### config.mk
export PLATFORM = sky130hd
export DESIGN_NAME = bus_responder
export DESIGN_NICKNAME = d
export VERILOG_FILES = /design/src/rtl/biu_pkg.sv /design/src/rtl/responder_mem.sv /design/src/rtl/bus_responder.sv
export SDC_FILE = /design/constraint.sdc
export NUM_CORES = 2
export LEC_CHECK = 0
export CORE_MARGIN = 2
export CORE_UTILIZATION = 40
export DETAILED_ROUTE_END_ITERATION = 6
export PLACE_DENSITY_LB_ADDON = 0.2
export SYNTH_ARGS = -nofsm -noshare
export SYNTH_HDL_FRONTEND = slang
export SYNTH_SLANG_ARGS = --single-unit
### constraint.sdc
create_clock -name clk -period 7.4 [get_ports clk]
set_input_delay 1.48 -clock clk [delete_from_list [all_inputs] [get_ports clk]]
set_output_delay 1.48 -clock clk [all_outputs]
set_load 0.01 [all_outputs]
### src/rtl/biu_pkg.sv
// biu_pkg: shared BIU bus types and constants
package biu_pkg;
    localparam int PHYS_AW = 20;
    localparam int DATA_W = 8;
    localparam int MAX_WAIT_STATES = 7;
    typedef enum logic [2:0] {IDLE, ADDR, WAIT, ACCESS, HOLD, MISS} resp_state_t;
endpackage

### src/rtl/responder_mem.sv
// responder_mem: single-port byte RAM with registered read port
module responder_mem
    import biu_pkg::*;
#(
    parameter int AW = 8
) (
    input  logic              clk,
    input  logic              we,
    input  logic [AW-1:0]     addr,
    input  logic [DATA_W-1:0] wdata,
    output logic [DATA_W-1:0] rdata
);
    logic [DATA_W-1:0] mem [2**AW];
    always_ff @(posedge clk) begin
        if (we) mem[addr] <= wdata;
        rdata <= mem[addr];
    end
endmodule

### src/rtl/bus_responder.sv
// bus_responder: windowed byte-RAM bus target with programmable wait states
module bus_responder
    import biu_pkg::*;
#(
    parameter logic [PHYS_AW-1:0] BASE_ADDR   = 20'h00000,
    parameter int                 MEM_AW      = 8,
    parameter int                 WAIT_STATES = 1
) (
    input  logic               clk,
    input  logic               rst,
    input  logic [PHYS_AW-1:0] addr_bus,
    input  logic               ale,
    input  logic               rd,
    input  logic               wr,
    input  logic [DATA_W-1:0]  data_in,
    output logic [DATA_W-1:0]  data_out,
    output logic               data_oe,
    output logic               ready,
    output logic               hit,
    output logic               err
);
    localparam logic [2:0] WS = 3'((WAIT_STATES > MAX_WAIT_STATES) ? MAX_WAIT_STATES : WAIT_STATES);
    resp_state_t state, state_d;
    logic [MEM_AW-1:0] addr_q, addr_d;
    logic [2:0] cnt, cnt_d;
    logic [DATA_W-1:0] dout_d, rdata;
    logic hit_d, rd_dir, rd_dir_d, ready_d, oe_d, err_d, in_win;
    assign in_win = addr_bus[PHYS_AW-1:MEM_AW] == BASE_ADDR[PHYS_AW-1:MEM_AW];
    // addr_q is stable at least one edge before ACCESS, so the registered read is ready in time
    responder_mem #(.AW(MEM_AW)) u_mem (
        .clk  (clk),
        .we   (state == ACCESS && !rd_dir),
        .addr (addr_q),
        .wdata(data_in),
        .rdata(rdata)
    );
    always_ff @(posedge clk or negedge rst) begin
        if (!rst) begin
            state    <= IDLE;
            addr_q   <= '0;
            hit      <= 1'b0;
            rd_dir   <= 1'b0;
            cnt      <= '0;
            ready    <= 1'b0;
            data_oe  <= 1'b0;
            data_out <= '0;
            err      <= 1'b0;
        end else begin
            state    <= state_d;
            addr_q   <= addr_d;
            hit      <= hit_d;
            rd_dir   <= rd_dir_d;
            cnt      <= cnt_d;
            ready    <= ready_d;
            data_oe  <= oe_d;
            data_out <= dout_d;
            err      <= err_d;
        end
    end
    always_comb begin
        state_d  = state;
        addr_d   = addr_q;
        hit_d    = hit;
        rd_dir_d = rd_dir;
        cnt_d    = cnt;
        ready_d  = ready;
        oe_d     = data_oe;
        dout_d   = data_out;
        err_d    = 1'b0;
        case (state)
            IDLE, ADDR: begin
                if (ale) begin
                    addr_d  = addr_bus[MEM_AW-1:0];
                    hit_d   = in_win;
                    state_d = ADDR;
                end else if (state == ADDR && rd && wr) begin
                    err_d   = 1'b1;
                    hit_d   = 1'b0;
                    state_d = MISS;
                end else if (state == ADDR && (rd || wr)) begin
                    rd_dir_d = rd;
                    cnt_d    = WS;
                    state_d  = !hit ? MISS : (WS == 3'd0) ? ACCESS : WAIT;
                end
            end
            WAIT: begin
                cnt_d   = cnt - 3'd1;
                state_d = !(rd_dir ? rd : wr) ? IDLE : (cnt == 3'd1) ? ACCESS : WAIT;
            end
            ACCESS: begin
                ready_d = 1'b1;
                oe_d    = rd_dir;
                dout_d  = rd_dir ? rdata : '0;
                state_d = HOLD;
            end
            HOLD: begin
                if (!rd && !wr) begin
                    ready_d = 1'b0;
                    oe_d    = 1'b0;
                    dout_d  = '0;
                    hit_d   = 1'b0;
                    state_d = IDLE;
                end
            end
            MISS: state_d = (!rd && !wr) ? IDLE : MISS;
            default: state_d = IDLE;
        endcase
        if (ale && (state == WAIT || state == ACCESS || state == HOLD || state == MISS)) err_d = 1'b1;
    end
endmodule

==> flow_metrics.env <==
# implementation run metrics
export IMPL_final_setup_viol_count=0
export IMPL_ys_types=48
export IMPL_drt_pass1_iterations=5
export IMPL_ir_drop_v=0.000401
export IMPL_maxSlewHeadroom_pct=3.76
export IMPL_antenna_found_initial=2
export IMPL_warning_count=56
export IMPL_cts_setup_buffers=0
export IMPL_maxSlewViolCount=0
export IMPL_clockBufferDepth=3
export IMPL_die_height_um=450
export IMPL_sw_frac_of_total_pct=29.3
export IMPL_p_comb_share_pct=24.7
export IMPL_worstSetupEndpointType="flip-flop"
export IMPL_cts_hold_buf=0
export IMPL_arrival_ns=5.16
export IMPL_synthesis_area_um2=79700
export IMPL_cts_tree="yes"
export IMPL_slowest_delay_ns=1.27
export IMPL_htree_levels=4
export IMPL_cts_root_buf="clkbuf_16"
export IMPL_synthCells=3653
export IMPL_power_leakage_nw=27.0
export IMPL_finalSetupTns_ns=0
export IMPL_finalClockPeriodUsage_pct=61.0
export IMPL_synth_seq_share_pct=78.2
export IMPL_status="completed"
export IMPL_final_min_clock_period_ns=4.52
export IMPL_postCtsResizedCells=0
export IMPL_clock_sinks=2083
export IMPL_finalNetCount=3779
## cells by family after synthesis
kind of cell / Yosys count / share of synthesized area [%]
flops: 2083 / 78.2
mux: 521 / 14.6
compound gates: 448 / 3.93
simple gates: 356 / 1.83
buf+inv: 241 / 1.40
fa+ha+maj: 3 / 0.0471
xor+xnor: 1 / 0.0110
## path summary, 6_finish.rpt
check	startpoint	end	slack [ns]
worst min register to register	u_mem.rdata[7]$_DFF_P_	data_out[7]$_DFFE_PN0P_	0.45
worst min-delay path	u_mem.rdata[7]$_DFF_P_	data_out[7]$_DFFE_PN0P_	0.45
worst max-delay path	addr_q[0]$_DFFE_PN0P_	u_mem.rdata[1]$_DFF_P_	2.88
max in group asynchronous	rst	addr_q[1]$_DFFE_PN0P_	5.72
min in group asynchronous	rst	data_out[7]$_DFFE_PN0P_	0.86
worst max register to register	addr_q[0]$_DFFE_PN0P_	u_mem.rdata[1]$_DFF_P_	2.88
## per-layer routing
layer | routed length (µm) | vias up | global-route usage, %
met1 | 85800 | 20500 | 27.9
li1 | - | 15700 | -
met5 | 0 | - | 0
met3 | 13200 | 290 | 3.72
met2 | 98800 | 1368 | 32.0
met4 | 5600 | 0 | 5.96
## power by group through the flow
stage               Clock (mW)  Combinational [mW]  Sequential, mW
floorplan                    0                5.20            13.3
finish                    10.2                7.69            13.2
CTS                       10.4                7.79            13.2
global route              10.8                8.12            13.2
global placement             0                7.74            13.4
detailed placement           0                7.77            13.4
## worst max-delay path, delay by kind of cell, from the launching register on
| family | cells | cell delay [ns] |
|---|---|---|
| AOI/OAI and AO/OA | 3 | 1.85 |
| and+or+nand+nor | 1 | 0.15 |
| muxes | 1 | 0.63 |
| buffers and inverters | 1 | 0.71 |
| DFF | 1 | 0.89 |
## synthesized netlist by cell type (all sizes together) (3+ instances only)
cell type,number
a21oi,131
a22o,8
a22oi,257
buf,110
clkbuf,123
dfrtp,27
dfxtp,8
edfxtp,2048
ha,3
inv,8
mux2,8
mux4,512
nand2,41
nand2b,5
nand3,5
nand4,9
nor2,269
nor2b,8
nor3,6
nor4,3
o21ai,7
o41ai,32
## cell type report
class,count,area (µm²)
inverter,8,30.0
clock inverter,110,1010
multi-input combinational,1329,16400
sequential,2083,62300
timing repair buffer,114,1210
clock buffer,270,5520
fill,16500,108000
antenna,2,5.00
tap,2640,3300
## metrics by stage
step	total power, mW	std cells	hold WS (ns)
2_1_floorplan	18.5	3653	0.427
3_3_place_gp	21.2	6169	0.441
3_5_place_dp	21.2	6174	0.439
4_1_cts	31.3	6554	0.449
5_1_grt	32.1	6556	0.460
6_report	31.1	6556	0.450
## sequential cells by signal, indices dropped and copies added (netlist names)
signal	cells
state	3
data_oe	1
u_mem.rdata	8
ready	1
err	1
addr_q	8
u_mem.mem	2048
cnt	3
hit	1
data_out	8
rd_dir	1
Fig. 1: clock network drawn from the DEF
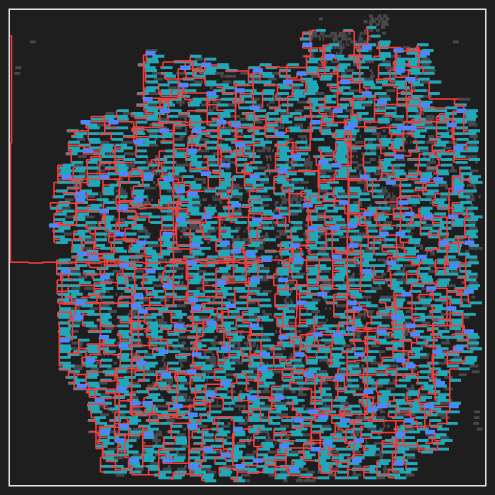
- blue: clock drivers (count 207)
- red: clock wires (length 24.0 mm)
- cyan: flip-flops (count 2083)
- flops lie: spread over the die
- routed clock nets: 208
clk pwr: 10.2 mW
clock share of power: 32.8%
Clock Skews: 0.0337 ns
clk ins delay skew pair: 0.84 ns

Fig. 2: sequential cells coloured by netlist name
Bar = 100 µm. Other sequential cells in the stronger grey, the rest of the logic in the fainter grey.
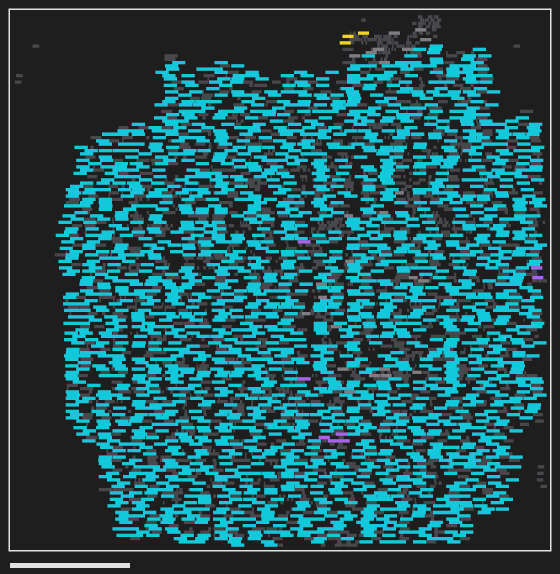
- yellow: cnt (sequential cells 3)
- purple: addr_q (sequential cells 8)
- cyan: u_mem.mem (sequential cells 2048; where spread over the die)
- not coloured: 24
Register Area: 62300 µm²
Finished Core Util: 45.5%
seq pwr: 13.2 mW

Fig. 3: cell placement
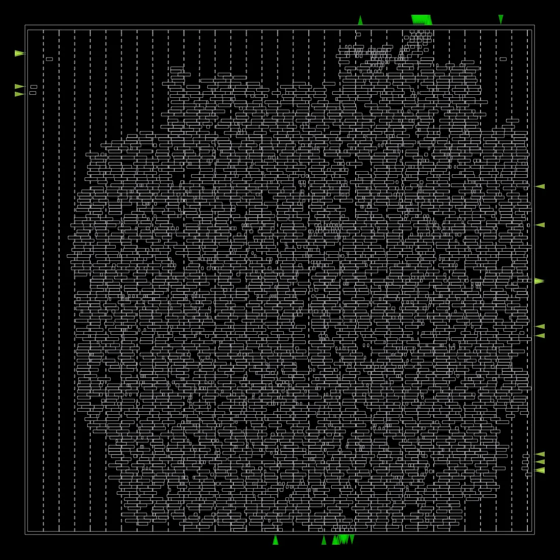
core area: 198000 µm²
Seq/total area: 69.4%
flop count: 2083

Power figures rest on the tool's default switching activity, not on a simulated workload.
